==> images/pdn.png <==
Scale bar: 10 um. Pins as bars on the die edge. Tap cells in grey.
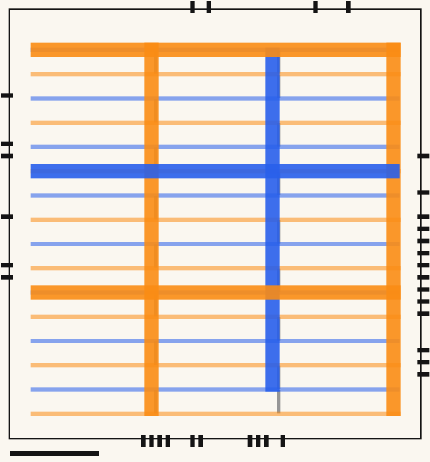
==> images/final_congestion.png <==
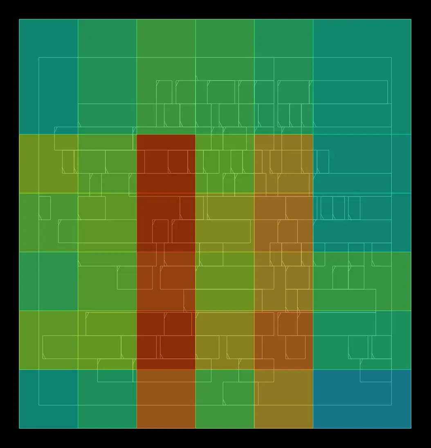
==> images/metal_stack.png <==
Two of the layers only.
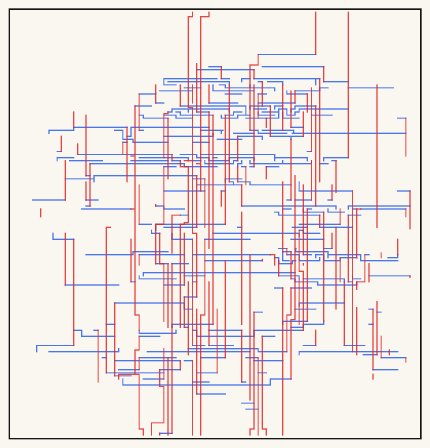
==> images/zoom.png <==
Region (21, 0) to (46, 25) um. Cells in grey, sequential cells in the stronger grey; small squares are vias.
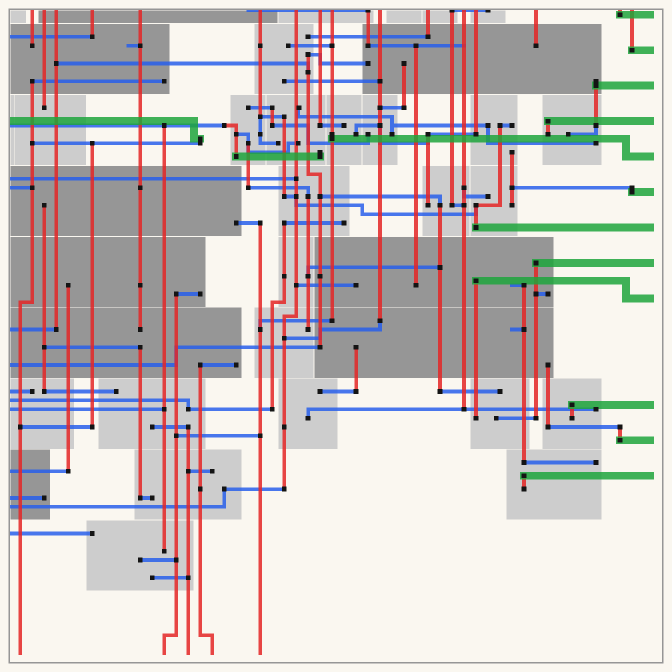
==> images/registers.png <==
Other sequential cells in the stronger grey, the rest of the logic in the fainter grey.
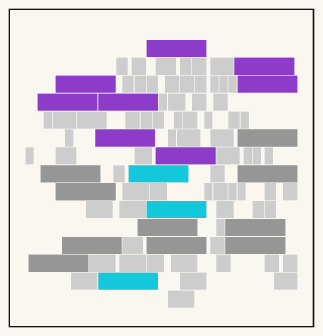
### config.mk
export PLATFORM = sky130hd
export DESIGN_NAME = demux_1_3_reg_flat
export DESIGN_NICKNAME = d
export VERILOG_FILES = /design/src/rtl/demux_1_3_reg_if.sv /design/src/rtl/demux_1_3_reg.sv /design/src/flat_wrapper.sv
export SDC_FILE = /design/constraint.sdc
export NUM_CORES = 1
export LEC_CHECK = 0
export CAP_MARGIN = 20
export CORE_AREA = 2 2 44 46
export CTS_CLUSTER_DIAMETER = 40
export DETAILED_ROUTE_END_ITERATION = 16
export DIE_AREA = 0 0 46 48
export DONT_BUFFER_PORTS = 1
export GPL_ROUTABILITY_DRIVEN = 0
export GPL_TIMING_DRIVEN = 0
export PLACE_DENSITY = 0.79
export SYNTH_ARGS = -nofsm -noshare
export SYNTH_HDL_FRONTEND = slang
export SYNTH_SLANG_ARGS = --single-unit
### constraint.sdc
create_clock -name clk -period 1.8 [get_ports clk]
set_input_delay 0.27 -clock clk [delete_from_list [all_inputs] [get_ports clk]]
set_output_delay 0.27 -clock clk [all_outputs]
set_load 0.01 [all_outputs]
### src/rtl/demux_1_3_reg_if.sv
// Stream bundle between a single source and the three-channel demux.
// The master side offers words and sinks channels; the slave side is the demux.
interface demux_1_3_reg_if #(
    parameter int WIDTH = 3
);
    logic [1:0]       s;
    logic [WIDTH-1:0] d;
    logic             in_valid;
    logic             in_ready;
    logic [WIDTH-1:0] y0;
    logic [WIDTH-1:0] y1;
    logic [WIDTH-1:0] y2;
    logic [2:0]       y_valid;
    logic [2:0]       y_ready;

    modport master (
        output s, d, in_valid, y_ready,
        input  in_ready, y0, y1, y2, y_valid
    );

    modport slave (
        input  s, d, in_valid, y_ready,
        output in_ready, y0, y1, y2, y_valid
    );
endinterface

### src/rtl/demux_1_3_reg.sv
// Registered 1-to-3 stream demultiplexer. Each channel owns a one-entry
// holding register so a stalled sink never blocks the other channels.
// Select code 3 is illegal: such words are consumed, flagged and counted.
module demux_1_3_reg #(
    parameter int WIDTH = 3,
    parameter int CNT_W = 8
) (
    input  logic             clk,
    input  logic             rst_n,
    demux_1_3_reg_if.slave   bus,
    input  logic             err_clr,
    output logic             err,
    output logic [CNT_W-1:0] drop_cnt
);

    logic [2:0][WIDTH-1:0] r_q;
    logic [2:0]            v_q;
    logic [2:0]            sel;
    logic                  illegal;
    logic                  accept;
    logic [2:0]            load;
    logic                  drop;
    logic                  in_ready;

    // Decode the select and decide whether the addressed slot can take a word;
    // an illegal select is always accepted so the bad word is simply consumed.
    always_comb begin
        sel      = 3'b000;
        illegal  = 1'b0;
        case (bus.s)
            2'b00:   sel = 3'b001;
            2'b01:   sel = 3'b010;
            2'b10:   sel = 3'b100;
            default: illegal = 1'b1;
        endcase
        in_ready = illegal | (|(sel & (~v_q | bus.y_ready)));
        accept   = bus.in_valid & in_ready;
        load     = sel & {3{accept}};
        drop     = accept & illegal;
    end

    // Per-channel holding registers: a load wins over a drain so that a
    // drained-and-refilled slot stays valid and sustains one word per cycle.
    always_ff @(posedge clk or negedge rst_n) begin
        if (!rst_n) begin
            r_q <= '0;
            v_q <= '0;
        end else begin
            for (int i = 0; i < 3; i++) begin
                if (load[i]) begin
                    r_q[i] <= bus.d;
                    v_q[i] <= 1'b1;
                end else if (bus.y_ready[i]) begin
                    v_q[i] <= 1'b0;
                end
            end
        end
    end

    // Sticky error flag and saturating drop counter; a clear in the same
    // cycle as an illegal accept wins, so that word goes uncounted.
    always_ff @(posedge clk or negedge rst_n) begin
        if (!rst_n) begin
            err      <= 1'b0;
            drop_cnt <= '0;
        end else if (err_clr) begin
            err      <= 1'b0;
            drop_cnt <= '0;
        end else if (drop) begin
            err <= 1'b1;
            if (drop_cnt != {CNT_W{1'b1}}) begin
                drop_cnt <= drop_cnt + CNT_W'(1);
            end
        end
    end

    assign bus.in_ready = in_ready;
    assign bus.y0       = r_q[0];
    assign bus.y1       = r_q[1];
    assign bus.y2       = r_q[2];
    assign bus.y_valid  = v_q;

endmodule

### src/flat_wrapper.sv
// flat-port wrapper written by rule: the top's interface ports become plain ports
module demux_1_3_reg_flat 
#(
    parameter int WIDTH = 3,
    parameter int CNT_W = 8
)
  (clk, rst_n, err_clr, err, drop_cnt, bus_s, bus_d, bus_in_valid, bus_y_ready, bus_in_ready, bus_y0, bus_y1, bus_y2, bus_y_valid);
  demux_1_3_reg_if #(.WIDTH(WIDTH)) bus_i ();
  input  logic clk;
  input  logic rst_n;
  input  logic err_clr;
  output logic err;
  output logic [CNT_W-1:0] drop_cnt;
  input wire logic [$bits(bus_i.s)-1:0] bus_s;
  input wire logic [$bits(bus_i.d)-1:0] bus_d;
  input wire logic [$bits(bus_i.in_valid)-1:0] bus_in_valid;
  input wire logic [$bits(bus_i.y_ready)-1:0] bus_y_ready;
  output wire logic [$bits(bus_i.in_ready)-1:0] bus_in_ready;
  output wire logic [$bits(bus_i.y0)-1:0] bus_y0;
  output wire logic [$bits(bus_i.y1)-1:0] bus_y1;
  output wire logic [$bits(bus_i.y2)-1:0] bus_y2;
  output wire logic [$bits(bus_i.y_valid)-1:0] bus_y_valid;
  assign bus_i.s = bus_s;
  assign bus_i.d = bus_d;
  assign bus_i.in_valid = bus_in_valid;
  assign bus_i.y_ready = bus_y_ready;
  assign bus_in_ready = bus_i.in_ready;
  assign bus_y0 = bus_i.y0;
  assign bus_y1 = bus_i.y1;
  assign bus_y2 = bus_i.y2;
  assign bus_y_valid = bus_i.y_valid;
  demux_1_3_reg #(.WIDTH(WIDTH), .CNT_W(CNT_W)) u_core (.clk(clk), .rst_n(rst_n), .bus(bus_i), .err_clr(err_clr), .err(err), .drop_cnt(drop_cnt));
endmodule
==> summary.txt <==
Implementation progress

The worst register-to-register path ends at u_core.drop_cnt[1]. The post-synth tally of flip-flops with integrated enable stands at 0. The flip-flop count of the largest register, all copies and words added stands at 8.

The headroom to the max-slew limit stands at 39.21%. The number of buffers and inverters on the critical path is 0. Ranked by total area, the top cell class in this layout is sequential cells. The depth of the worst register-to-register path stands at 5. The share of total power consumed by net switching stands at 27.48%. The critical path maximum fanout is 3. Setup repair after global routing left no endpoint under its margin.

The largest part of the power goes to registers. Per the OpenROAD floorplan log, the area of the core is 1689 sq um. In this run the worst hold path is classified as input pin to register. Tracing the worst setup path back leads to its startpoint at u_core.bus.y_valid[1]. The power density over the cells stands at 884.9 nW/um^2. The worst-case clock skew stands at 0.001009 ns. The area growth from synthesis to layout is 6.176%. The register share of total power stands at 65.0%. The clock network power consumption stands at 230 uW.

For this run, the total global-route usage over all layers was measured as 19.51%. Data on the critical path is required at its endpoint by 1.53 ns. The number of global-route vias before repair is 648. Counting only logic cells after layout, the most numerous master is sky130_fd_sc_hd__dfrtp_1. The I/O pin count stands at 34. The flow ran to the end, and the final reports show no timing, DRC or antenna violations.

After layout the clock buffers and inverters come to 2.723% of cell area. Summing the sequential cell areas from Yosys gives 55.19% of the chip area. The die is 46 um wide. Walking the worst path, the cells encountered are nor2b_1, nand2_1, o21ai_0, o21ai_0. The flow inserted 17 tap cells. Per the final report, max-transition violations number 0. By count the netlist is led by sky130_fd_sc_hd__dfrtp_1 (21), sky130_fd_sc_hd__nor2_1 (9), sky130_fd_sc_hd__nand2_1 (8), sky130_fd_sc_hd__mux2_2 (7), sky130_fd_sc_hd__o21ai_0 (4).

Overall power consumption after layout is estimated at 894.6 uW. In this run the number of cells on the critical path is 4. After routing, the total negative slack on setup checks comes to 0 ns. The count of filler cells inserted in the layout stands at 139.

The yosys cell count stands at 86. The cell area that synthesis handed to floorplanning was 952.2 sq um. By area the synthesized netlist is led by sky130_fd_sc_hd__dfrtp_1 (55%), sky130_fd_sc_hd__mux2_2 (8.3%), sky130_fd_sc_hd__nor2_1 (3.5%). The most used flip-flop cell after synthesis is sky130_fd_sc_hd__dfrtp_1. The via count normalized by instance count stands at 6.056.

The post-layout net count stands at 105. Multi-input logic gates represent a cell area share of 41.83%. Power attributed to combinational cells is 83.3 uW. The number of buffers on the longest clock path stands at 2. The area fraction in mux cells stands at 13.80%.

Per the layout area report, the register area comes to 525.5 sq um. The highest achievable clock rate stands at 613.3 MHz. The stage delay of the slowest cell on the critical path stands at 0.43 ns. Per the synthesis report, the simple-gate share of the synthesized area is 20.76%.

Counting flops per register, the top entry is u_core.drop_cnt. The total cell area reported by yosys after synthesis stands at 952.2 sq um. The leakage power summed over all cells stands at 0.0004458 uW. The switching power of the nets stands at 245.8 uW. The number of buffers added by the clock tree synthesis step stands at 3. Summing all multi-input logic gate instances after layout gives 422.9 sq um. The number of warnings reported in the yosys synthesis log stands at 0. The detailed-router iteration count before antenna repair stands at 4. The cell count after synthesis came out at 86. Among all cell types in the netlist, the one instantiated most often is sky130_fd_sc_hd__dfrtp_1. The number of multi-input combinational cells stands at 64. After layout, the buffer instance count without clock buffers stands at 2. Per the synthesis report, the dominant area consumer among library cells is sky130_fd_sc_hd__dfrtp_1. For this run, the script counts the antenna cells in the layout as 0. In the synthesized netlist, the dominant kind of combinational cell is simple AND/OR/NAND/NOR gates. Note, the detailed placer reported a final HPWL of 1326 um. The final number of setup-violating endpoints stands at 0.

The inverter tally of the final layout excluding the clock network stands at 0. On the critical path, the stage with the largest delay is an instance of sky130_fd_sc_hd__dfrtp_1. The starting DRC count in detailed routing stands at 20. The slew at the pin closest to its max-slew limit stands at 0.9089 ns.

The top cell type's share of synthesized area stands at 55.19%. According to the CTS report, the clock sink count is 21. The combinational share of power stands at 9.3%.

The number of antenna violations at the first check in global routing stands at 0. The setup path with the least slack is of type register to output pin. Looking at the post-CTS report, the setup buffer insertion count equals 0.
About pdn.png:
[VDD] blue
[VSS] orange
rows: 15
met4 straps: 3
tap cells: 17
signal pins: 34

About final_congestion.png:
WL/cell: 17.29 um
core utilization of the finished layout: 59.85%
fraction of met1 tracks used by global routing: 23.75%
met3 track demand over resource: 6.038%

About metal_stack.png:
[met2] red | wire length: 905 um
[met1] blue | wire length: 801 um

About zoom.png:
[met2] red
[met1] blue
[met3] green
sequential cells in the window: 7
cells with their middle in the window: 28
most frequent: dfrtp_1 (7), nand2_1 (4), o21ai_0 (3)
netlist names of flops here include: u_core.bus.y_valid (3), u_core.bus.y0 (2)

About registers.png:
[u_core.bus.y0] cyan | sequential cells: 3
[u_core.drop_cnt] purple | sequential cells: 8

## stage by stage
step           cells  worst slack, ns  cell area (sq um)  utilization, %  hold slack [ns]
4_1_cts          108           0.1555               1011           59.85          0.07270
3_5_place_dp     103           0.2287              973.4           57.63         -0.02498
3_3_place_gp     103           0.2703              973.4           57.63         -0.02508
2_1_floorplan     86           0.4156              952.2               -         -0.02559
6_report         108           0.1696               1011           59.85          0.07369
5_1_grt          108          0.07841               1011           59.85          0.07229
## repair_timing
| action | CTS | global route |
|---|---|---|
| endpoints found under the setup margin | 0 | 0 |
| hold buffers | 1 | 0 |
| hold endpoints to repair | 21 | 0 |
## metal layers
metal	wire length (um)	track usage, %	up-vias
li1	-	-	314
met1	801	23.75	313
met2	905	32.78	25
met3	149	6.038	2
met4	12	6.857	0
met5	0	0	-
Power figures rest on the tool's default switching activity, not on a simulated workload.
